<file path="config.mk">
export PLATFORM = sky130hd
export DESIGN_NAME = bridge_1xn_flat
export DESIGN_NICKNAME = d
export VERILOG_FILES = /design/src/rtl/bridge_pkg.sv /design/src/rtl/bridge_1xn_if.sv /design/src/rtl/bridge_rd_pipe.sv /design/src/rtl/bridge_1xn.sv /design/src/flat_wrapper.sv
export SDC_FILE = /design/constraint.sdc
export NUM_CORES = 1
export LEC_CHECK = 0
export CAP_MARGIN = 20
export CORE_AREA = 5 5 133 135
export CTS_BUF_LIST = sky130_fd_sc_hd__clkbuf_4 sky130_fd_sc_hd__clkbuf_8
export CTS_CLUSTER_DIAMETER = 200
export CTS_CLUSTER_SIZE = 28
export DETAILED_ROUTE_END_ITERATION = 7
export DIE_AREA = 0 0 138 140
export PLACE_DENSITY = 0.62
export SLEW_MARGIN = 20
export SYNTH_ARGS = -nofsm -noshare
export SYNTH_HDL_FRONTEND = slang
export SYNTH_SLANG_ARGS = --single-unit
</file>
<file path="constraint.sdc">
create_clock -name clk -period 2.2 [get_ports clk]
set_clock_uncertainty 0.1 [all_clocks]
set_input_delay 0.33 -clock clk [delete_from_list [all_inputs] [get_ports clk]]
set_output_delay 0.33 -clock clk [all_outputs]
set_load 0.005 [all_outputs]
</file>
<file path="src/rtl/bridge_pkg.sv">
// Shared definitions for the 1-to-N data-side bus bridge: default address windows
// and the read-return pipeline entry.
package bridge_pkg;

    localparam int MAX_SLAVE = 8;
    localparam int IDX_W     = $clog2(MAX_SLAVE);

    localparam logic [31:0] DSRAM_BASE = 32'h0000_0000;
    localparam logic [31:0] DSRAM_MASK = 32'hffff_c000;
    localparam logic [31:0] CONF_BASE  = 32'h1faf_0000;
    localparam logic [31:0] CONF_MASK  = 32'hffff_0000;

    typedef struct packed {
        logic             rd_valid;
        logic             unmapped;
        logic [IDX_W-1:0] idx;
    } rd_entry_t;

endpackage

</file>
<file path="src/rtl/bridge_1xn_if.sv">
// CPU data port plus flattened per-slave request/response buses of the bridge.
interface bridge_1xn_if #(
    parameter int N_SLAVE = 2,
    parameter int XLEN    = 32
);
    logic                      cpu_data_en;
    logic [3:0]                cpu_data_wen;
    logic [XLEN-1:0]           cpu_data_addr;
    logic [XLEN-1:0]           cpu_data_wdata;
    logic [XLEN-1:0]           cpu_data_rdata;
    logic [N_SLAVE-1:0]        slv_en;
    logic [4*N_SLAVE-1:0]      slv_wen;
    logic [XLEN*N_SLAVE-1:0]   slv_addr;
    logic [XLEN*N_SLAVE-1:0]   slv_wdata;
    logic [XLEN*N_SLAVE-1:0]   slv_rdata;

    // master: CPU side plus slave responders; slave: the bridge itself
    modport master (
        output cpu_data_en, cpu_data_wen, cpu_data_addr, cpu_data_wdata, slv_rdata,
        input  cpu_data_rdata, slv_en, slv_wen, slv_addr, slv_wdata
    );

    modport slave (
        input  cpu_data_en, cpu_data_wen, cpu_data_addr, cpu_data_wdata, slv_rdata,
        output cpu_data_rdata, slv_en, slv_wen, slv_addr, slv_wdata
    );
endinterface

</file>
<file path="src/rtl/bridge_rd_pipe.sv">
// Fixed-depth shift register carrying read-return routing info for RD_LAT cycles.
module bridge_rd_pipe
    import bridge_pkg::*;
#(
    parameter int RD_LAT = 1
) (
    input  logic      clk,
    input  logic      rst_n,
    input  rd_entry_t din,
    output rd_entry_t dout
);

    rd_entry_t entry_p [RD_LAT];

    always_ff @(posedge clk or negedge rst_n) begin
        if (!rst_n) begin
            for (int i = 0; i < RD_LAT; i++) entry_p[i] <= '0;
        end else begin
            entry_p[0] <= din;
            for (int i = 1; i < RD_LAT; i++) entry_p[i] <= entry_p[i-1];
        end
    end

    assign dout = entry_p[RD_LAT-1];

endmodule

</file>
<file path="src/rtl/bridge_1xn.sv">
// 1-to-N data bus bridge: window decode, same-cycle fan-out, fixed-latency read
// return and sticky capture of unmapped accesses.
module bridge_1xn
    import bridge_pkg::*;
#(
    parameter int                      N_SLAVE     = 2,
    parameter int                      XLEN        = 32,
    parameter int                      RD_LAT      = 1,
    parameter logic [N_SLAVE*XLEN-1:0] SLV_BASE    = {CONF_BASE, DSRAM_BASE},
    parameter logic [N_SLAVE*XLEN-1:0] SLV_MASK    = {CONF_MASK, DSRAM_MASK},
    parameter logic [XLEN-1:0]         UNMAP_RDATA = 32'hdead_beef
) (
    input  logic            clk,
    input  logic            reset,
    bridge_1xn_if.slave     bus,
    input  logic            err_clr,
    output logic            err_valid,
    output logic [XLEN-1:0] err_addr,
    output logic            err_is_wr,
    output logic [7:0]      err_cnt
);

    logic             sel_vld;
    logic [IDX_W-1:0] sel_idx;
    logic             unmapped;
    rd_entry_t        pipe_in;
    rd_entry_t        pipe_out;

    logic             nxt_valid;
    logic [XLEN-1:0]  nxt_addr;
    logic             nxt_is_wr;
    logic [7:0]       nxt_cnt;

    // Descending scan so the lowest matching window wins on overlap
    always_comb begin
        sel_vld = 1'b0;
        sel_idx = '0;
        for (int i = N_SLAVE - 1; i >= 0; i--) begin
            if ((bus.cpu_data_addr & SLV_MASK[i*XLEN +: XLEN]) == SLV_BASE[i*XLEN +: XLEN]) begin
                sel_vld = 1'b1;
                sel_idx = IDX_W'(i);
            end
        end
    end

    always_comb begin
        for (int i = 0; i < N_SLAVE; i++) begin
            bus.slv_en[i]              = bus.cpu_data_en && sel_vld && (sel_idx == IDX_W'(i));
            bus.slv_wen[i*4 +: 4]      = (sel_vld && (sel_idx == IDX_W'(i))) ? bus.cpu_data_wen : 4'b0;
            bus.slv_addr[i*XLEN +: XLEN]  = bus.cpu_data_addr;
            bus.slv_wdata[i*XLEN +: XLEN] = bus.cpu_data_wdata;
        end
    end

    assign unmapped          = bus.cpu_data_en && !sel_vld;
    assign pipe_in.rd_valid  = bus.cpu_data_en && (bus.cpu_data_wen == 4'b0);
    assign pipe_in.unmapped  = !sel_vld;
    assign pipe_in.idx       = sel_idx;

    bridge_rd_pipe #(
        .RD_LAT (RD_LAT)
    ) u_rd_pipe (
        .clk   (clk),
        .rst_n (reset),
        .din   (pipe_in),
        .dout  (pipe_out)
    );

    always_comb begin
        bus.cpu_data_rdata = '0;
        if (pipe_out.rd_valid) begin
            if (pipe_out.unmapped) begin
                bus.cpu_data_rdata = UNMAP_RDATA;
            end else begin
                for (int i = 0; i < N_SLAVE; i++) begin
                    if (pipe_out.idx == IDX_W'(i)) bus.cpu_data_rdata = bus.slv_rdata[i*XLEN +: XLEN];
                end
            end
        end
    end

    // Clear is applied first so an error in the same cycle is still captured
    always_comb begin
        nxt_valid = err_valid;
        nxt_addr  = err_addr;
        nxt_is_wr = err_is_wr;
        nxt_cnt   = err_cnt;
        if (err_clr) begin
            nxt_valid = 1'b0;
            nxt_addr  = '0;
            nxt_is_wr = 1'b0;
            nxt_cnt   = '0;
        end
        if (unmapped) begin
            if (!nxt_valid) begin
                nxt_valid = 1'b1;
                nxt_addr  = bus.cpu_data_addr;
                nxt_is_wr = (bus.cpu_data_wen != 4'b0);
            end
            if (nxt_cnt != 8'hff) nxt_cnt = nxt_cnt + 8'd1;
        end
    end

    always_ff @(posedge clk or negedge reset) begin
        if (!reset) begin
            err_valid <= 1'b0;
            err_addr  <= '0;
            err_is_wr <= 1'b0;
            err_cnt   <= '0;
        end else begin
            err_valid <= nxt_valid;
            err_addr  <= nxt_addr;
            err_is_wr <= nxt_is_wr;
            err_cnt   <= nxt_cnt;
        end
    end

endmodule

</file>
<file path="src/flat_wrapper.sv">
// flat-port wrapper written by rule: the top's interface ports become plain ports
module bridge_1xn_flat import bridge_pkg::*;
#(
    parameter int                      N_SLAVE     = 2,
    parameter int                      XLEN        = 32,
    parameter int                      RD_LAT      = 1,
    parameter logic [N_SLAVE*XLEN-1:0] SLV_BASE    = {CONF_BASE, DSRAM_BASE},
    parameter logic [N_SLAVE*XLEN-1:0] SLV_MASK    = {CONF_MASK, DSRAM_MASK},
    parameter logic [XLEN-1:0]         UNMAP_RDATA = 32'hdead_beef
)
  (clk, reset, err_clr, err_valid, err_addr, err_is_wr, err_cnt, bus_cpu_data_en, bus_cpu_data_wen, bus_cpu_data_addr, bus_cpu_data_wdata, bus_slv_rdata, bus_cpu_data_rdata, bus_slv_en, bus_slv_wen, bus_slv_addr, bus_slv_wdata);
  bridge_1xn_if #(.N_SLAVE(N_SLAVE), .XLEN(XLEN)) bus_i ();
  input  logic clk;
  input  logic reset;
  input  logic err_clr;
  output logic err_valid;
  output logic [XLEN-1:0] err_addr;
  output logic err_is_wr;
  output logic [7:0] err_cnt;
  input wire logic [$bits(bus_i.cpu_data_en)-1:0] bus_cpu_data_en;
  input wire logic [$bits(bus_i.cpu_data_wen)-1:0] bus_cpu_data_wen;
  input wire logic [$bits(bus_i.cpu_data_addr)-1:0] bus_cpu_data_addr;
  input wire logic [$bits(bus_i.cpu_data_wdata)-1:0] bus_cpu_data_wdata;
  input wire logic [$bits(bus_i.slv_rdata)-1:0] bus_slv_rdata;
  output wire logic [$bits(bus_i.cpu_data_rdata)-1:0] bus_cpu_data_rdata;
  output wire logic [$bits(bus_i.slv_en)-1:0] bus_slv_en;
  output wire logic [$bits(bus_i.slv_wen)-1:0] bus_slv_wen;
  output wire logic [$bits(bus_i.slv_addr)-1:0] bus_slv_addr;
  output wire logic [$bits(bus_i.slv_wdata)-1:0] bus_slv_wdata;
  assign bus_i.cpu_data_en = bus_cpu_data_en;
  assign bus_i.cpu_data_wen = bus_cpu_data_wen;
  assign bus_i.cpu_data_addr = bus_cpu_data_addr;
  assign bus_i.cpu_data_wdata = bus_cpu_data_wdata;
  assign bus_i.slv_rdata = bus_slv_rdata;
  assign bus_cpu_data_rdata = bus_i.cpu_data_rdata;
  assign bus_slv_en = bus_i.slv_en;
  assign bus_slv_wen = bus_i.slv_wen;
  assign bus_slv_addr = bus_i.slv_addr;
  assign bus_slv_wdata = bus_i.slv_wdata;
  bridge_1xn #(.N_SLAVE(N_SLAVE), .XLEN(XLEN), .RD_LAT(RD_LAT), .SLV_BASE(SLV_BASE), .SLV_MASK(SLV_MASK), .UNMAP_RDATA(UNMAP_RDATA)) u_core (.clk(clk), .reset(reset), .bus(bus_i), .err_clr(err_clr), .err_valid(err_valid), .err_addr(err_addr), .err_is_wr(err_is_wr), .err_cnt(err_cnt));
endmodule
</file>
power_grid.png
The bar under the picture is 50 um long. Pins as bars on the die edge. Tap cells in gray.
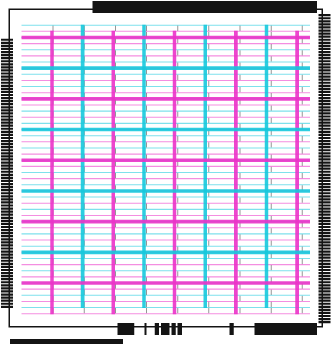
VDD: shown in cyan. VSS: shown in magenta.
9 straps on met4. 220 tap cells.
area of the placeable core: 16300 um2
IR Drop Worst-Case VDD: 283 uV
DIE HEIGHT: 140 um
die width: 138 um

placement_by_type.png
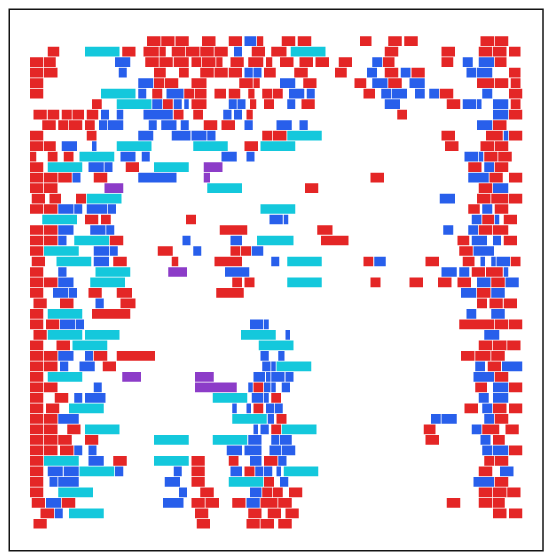
flops: shown in cyan, cells 45. combinational and other logic: shown in blue, cells 198. clock drivers and dummy loads: shown in purple, cells 7. other buffers and delay cells: shown in red, cells 310.
final design instance area without fill: 6220 um2
register share of the cell area: 0.181
Final Core Density: 0.381

==> impl_metrics.env <==
# yosys + openroad results
export IMPL_status="complete, but fails checks"
export IMPL_failed_checks="setup timing"
export IMPL_grt_start_max_net_pins=46
export IMPL_slew_of_the_pin_with_the_lowest_slew_margin_ns=0.604
export IMPL_element_type_at_the_critical_path_start="register"
export IMPL_leakage_nw=2.82
export IMPL_clock_latency_late_pin_ns=0.29
export IMPL_report_final_slew_viol_count=0
export IMPL_hold_class="in2async"
export IMPL_detailedRoute_firstPassIterationCount=4
export IMPL_critPathArrivalTime_ns=1.77
export IMPL_tns_ns=-0.000315
export IMPL_synth_sequential_area_ratio=0.297
export IMPL_max_clock_path_buffers=2
export IMPL_power_sequential_fraction=0.395
export IMPL_power_switching_fraction=0.251
export IMPL_layout_cell_share_with_drive_strength_beyond_1=0.221
export IMPL_core_util_floorplan=0.232
export IMPL_r2r_end="u_core.err_cnt[5]"
export IMPL_synth_seq_cells=45
export IMPL_post_place_cells=755
export IMPL_dpl_instance_area_um2=5860
export IMPL_place_gp_congestion=0.978
export IMPL_rows=47
export IMPL_cts_root_buf="sky130_fd_sc_hd__clkbuf_8"
export IMPL_grt_use_met3=0.0600
export IMPL_final_period_minus_worst_setup_slack_ns=2.20
export IMPL_first_pass_grt_wire_length_mm=22.3
export IMPL_buffer_ports_inserted=251
export IMPL_yosys_most_used_dff="sky130_fd_sc_hd__dfrtp_1"
export IMPL_floorplan_nets=528
export IMPL_synthesis_instances=391
export IMPL_detailedPlacementHpwl_mm=11.8
export IMPL_post_synth_most_frequent_cells="sky130_fd_sc_hd__buf_4 (129), sky130_fd_sc_hd__dfrtp_1 (45), sky130_fd_sc_hd__nor2b_1 (35)"
export IMPL_top_area_cell="sky130_fd_sc_hd__dfrtp_1"
export IMPL_critPathMaxFanout=8
export IMPL_synth_yosys_chip_area_um2=3790
export IMPL_h_tree_depth=2
export IMPL_fmax_mhz=454
export IMPL_synth_cells_yosys=391
export IMPL_grt_util_all_layers=0.143
export IMPL_vias_per_cell=4.34
export IMPL_cap_violations=0
export IMPL_numClockSinks=45
export IMPL_r2r_cells=8
export IMPL_number_of_i_o_pins=348
export IMPL_postSynthAreaPerCell_um2=9.69
export IMPL_design_final_nets=697
export IMPL_diodes=0
export IMPL_cp_required_ns=1.77
export IMPL_clk_transition_reported_paths_ns=0.09
export IMPL_vias=3386
export IMPL_tritoncts_num_buffers=5
export IMPL_endpoint_kind="output port"
export IMPL_grt_setup_unrepaired="true"
export IMPL_ctsHoldBuffers=0
export IMPL_number_of_flops_mapped_to_enable_cells_by_yosys=0
export IMPL_power_mw=2.33
export IMPL_hold_viol_final=0
export IMPL_internal_power_mw=1.75
export IMPL_cellPowerDensity_nw_per_um2=375
export IMPL_post_synth_instance_area_um2=3790
export IMPL_crit_type="reg2out"
export IMPL_yosysMostFrequentCell="sky130_fd_sc_hd__buf_4"
export IMPL_ys_warnings_count=0
export IMPL_grt_pass1_vias=3778
export IMPL_detail_route_antenna_nets=0
export IMPL_asyncSetResetFlopFracSynth=1.00
export IMPL_power_share_combinational=0.338
export IMPL_drt_initial_drc_count=70
export IMPL_globalRouteMet2Util=0.267
export IMPL_netlist_cell_type_count=35
export IMPL_top_cell_area_share=0.297
export IMPL_warnings=28
export IMPL_syn_to_final_growth_pct=64.2
export IMPL_total_switching_power_mw=0.585
export IMPL_r2r_start="u_core.err_cnt[1]"
export IMPL_finalCritPeriodShare=1.00
export IMPL_synth_top_cells_by_area="sky130_fd_sc_hd__dfrtp_1 (30%), sky130_fd_sc_hd__buf_4 (26%), sky130_fd_sc_hd__mux2_1 (9.8%)"
export IMPL_grt_overflow_total=0
export IMPL_use_met1=0.143
export IMPL_worst_hold_slack_ns=0.0202
export IMPL_setup_viol=1
export IMPL_global_route_peak_usage_layer="met2"
export IMPL_setup_slack_ns=-0.000315
export IMPL_final_instance_count_excl_fill=780
export IMPL_regToRegSetupSlack_ns=0.12
clk_routes.png
The bar under the picture is 50 um long.
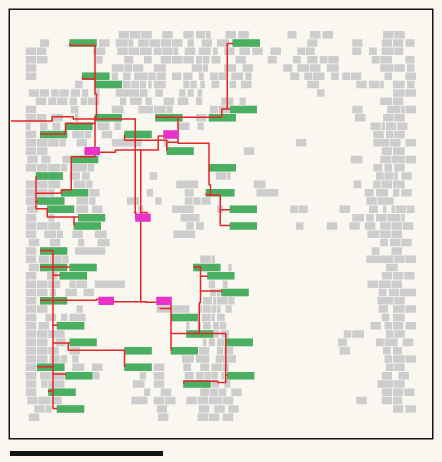
flip-flops: shown in green, count 45. clock wires: shown in red, length 685 um. clock drivers: shown in magenta, count 5.
There are 6 routed clock nets.
fraction of power consumed by the clock network: 0.267
clock-net power: 0.622 mW

wires.png
The bar under the picture is 50 um long. Only two layers are drawn.
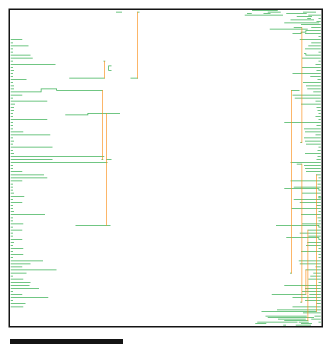
metal 4: shown in orange, wire length 422 um. metal 3: shown in green, wire length 1450 um.
average wire per standard cell: 19.3 um
wire length reported by the detailed router: 15.1 mm

==> placed cells by master, fill, tap and decap left out, drive strengths merged, types with 7 or more instances in the layout <==
cell and count:
clkdlybuf4s50 193, buf 67, mux2 57, dfrtp 45
nor2b 35, dlygate4sd2 29, o21a 24, nor2 12
mux2i 11, clkdlybuf4s15 10, clkbuf 10, nand2 8
nand4 7, and2 7
==> logic make-up after synthesis <==
| kind of cell | after synthesis | synth area share |
|---|---|---|
| adders and majority gates | 1 | 0.00330 |
| xor gates and xnor gates | 2 | 0.00462 |
| muxes | 68 | 0.198 |
| DFF | 45 | 0.297 |
| and+or+nand+nor | 95 | 0.154 |
| buffers and inverters | 150 | 0.282 |
| AOI/OAI and AO/OA | 30 | 0.0604 |
==> worst max-delay path by stage <==
stage                             start                     end  slack, ns  depth (start not counted)
3_5_place_dp      bus_cpu_data_addr[20]           bus_slv_en[1]      -0.59                          6
4_1_cts        u_core.u_rd_pipe.dout[0]  bus_cpu_data_rdata[18]      -0.14                          4
6_report       u_core.u_rd_pipe.dout[0]  bus_cpu_data_rdata[19]    -0.0003                          5
3_3_place_gp      bus_cpu_data_addr[20]           bus_slv_en[1]      -0.56                          6
5_1_grt        u_core.u_rd_pipe.dout[0]  bus_cpu_data_rdata[19]      -0.06                          5
2_1_floorplan                   err_clr       u_core.err_cnt[1]       0.03                          9
==> power by group through the flow <==
stage | registers (mW) | clock network (mW) | logic [mW]
after CTS | 0.923 | 0.650 | 0.787
final | 0.922 | 0.622 | 0.790
after detailed placement | 0.938 | 0 | 0.754
after global routing | 0.931 | 0.677 | 0.843
after global placement | 0.934 | 0 | 0.750
after floorplan | 0.940 | 0 | 0.348
==> routing by layer <==
| metal | vias up | part of all wire | wire length [um] |
|---|---|---|---|
| li1 | 1523 | - | - |
| met1 | 1589 | 0.35 | 5340 |
| met2 | 253 | 0.52 | 7870 |
| met3 | 21 | 0.096 | 1450 |
| met4 | 0 | 0.028 | 421 |
| met5 | - | 0 | 0 |
==> layout make-up <==
| class | count | area [um2] |
|---|---|---|
| fillers | 1637 | 10100 |
| repair buffers | 310 | 3030 |
| multi-input cells | 196 | 1680 |
| flip-flops and latches | 45 | 1130 |
| well taps | 220 | 275 |
| clock buffers | 5 | 68.8 |
| clock inverters | 2 | 35.0 |
| inverters | 2 | 7.51 |
==> state kept, by name (all words and copies together), names as in the netlist <==
| signal | flops |
|---|---|
| u_core.err_addr | 32 |
| u_core.err_valid | 1 |
| u_core.u_rd_pipe.dout | 3 |
| u_core.err_cnt | 8 |
| u_core.err_is_wr | 1 |
==> worst max-delay path, stage by stage, from the launching register on <==
cell                            delay [ns]
sky130_fd_sc_hd__dfrtp_2              0.44
sky130_fd_sc_hd__buf_6                0.14
sky130_fd_sc_hd__clkbuf_16            0.16
sky130_fd_sc_hd__mux2_4               0.30
sky130_fd_sc_hd__o21a_1               0.17
sky130_fd_sc_hd__dlygate4sd2_1        0.26
==> timing repair <==
item | 4_1_cts | 5_1_grt
cloned | 2 | 2
setup buffers | 8 | 8
resized | 102 | 33
endpoints found under the setup margin | 74 | 58
pin swaps | 8 | 7
No activity file was given, so power comes from the tool's default toggle rates.
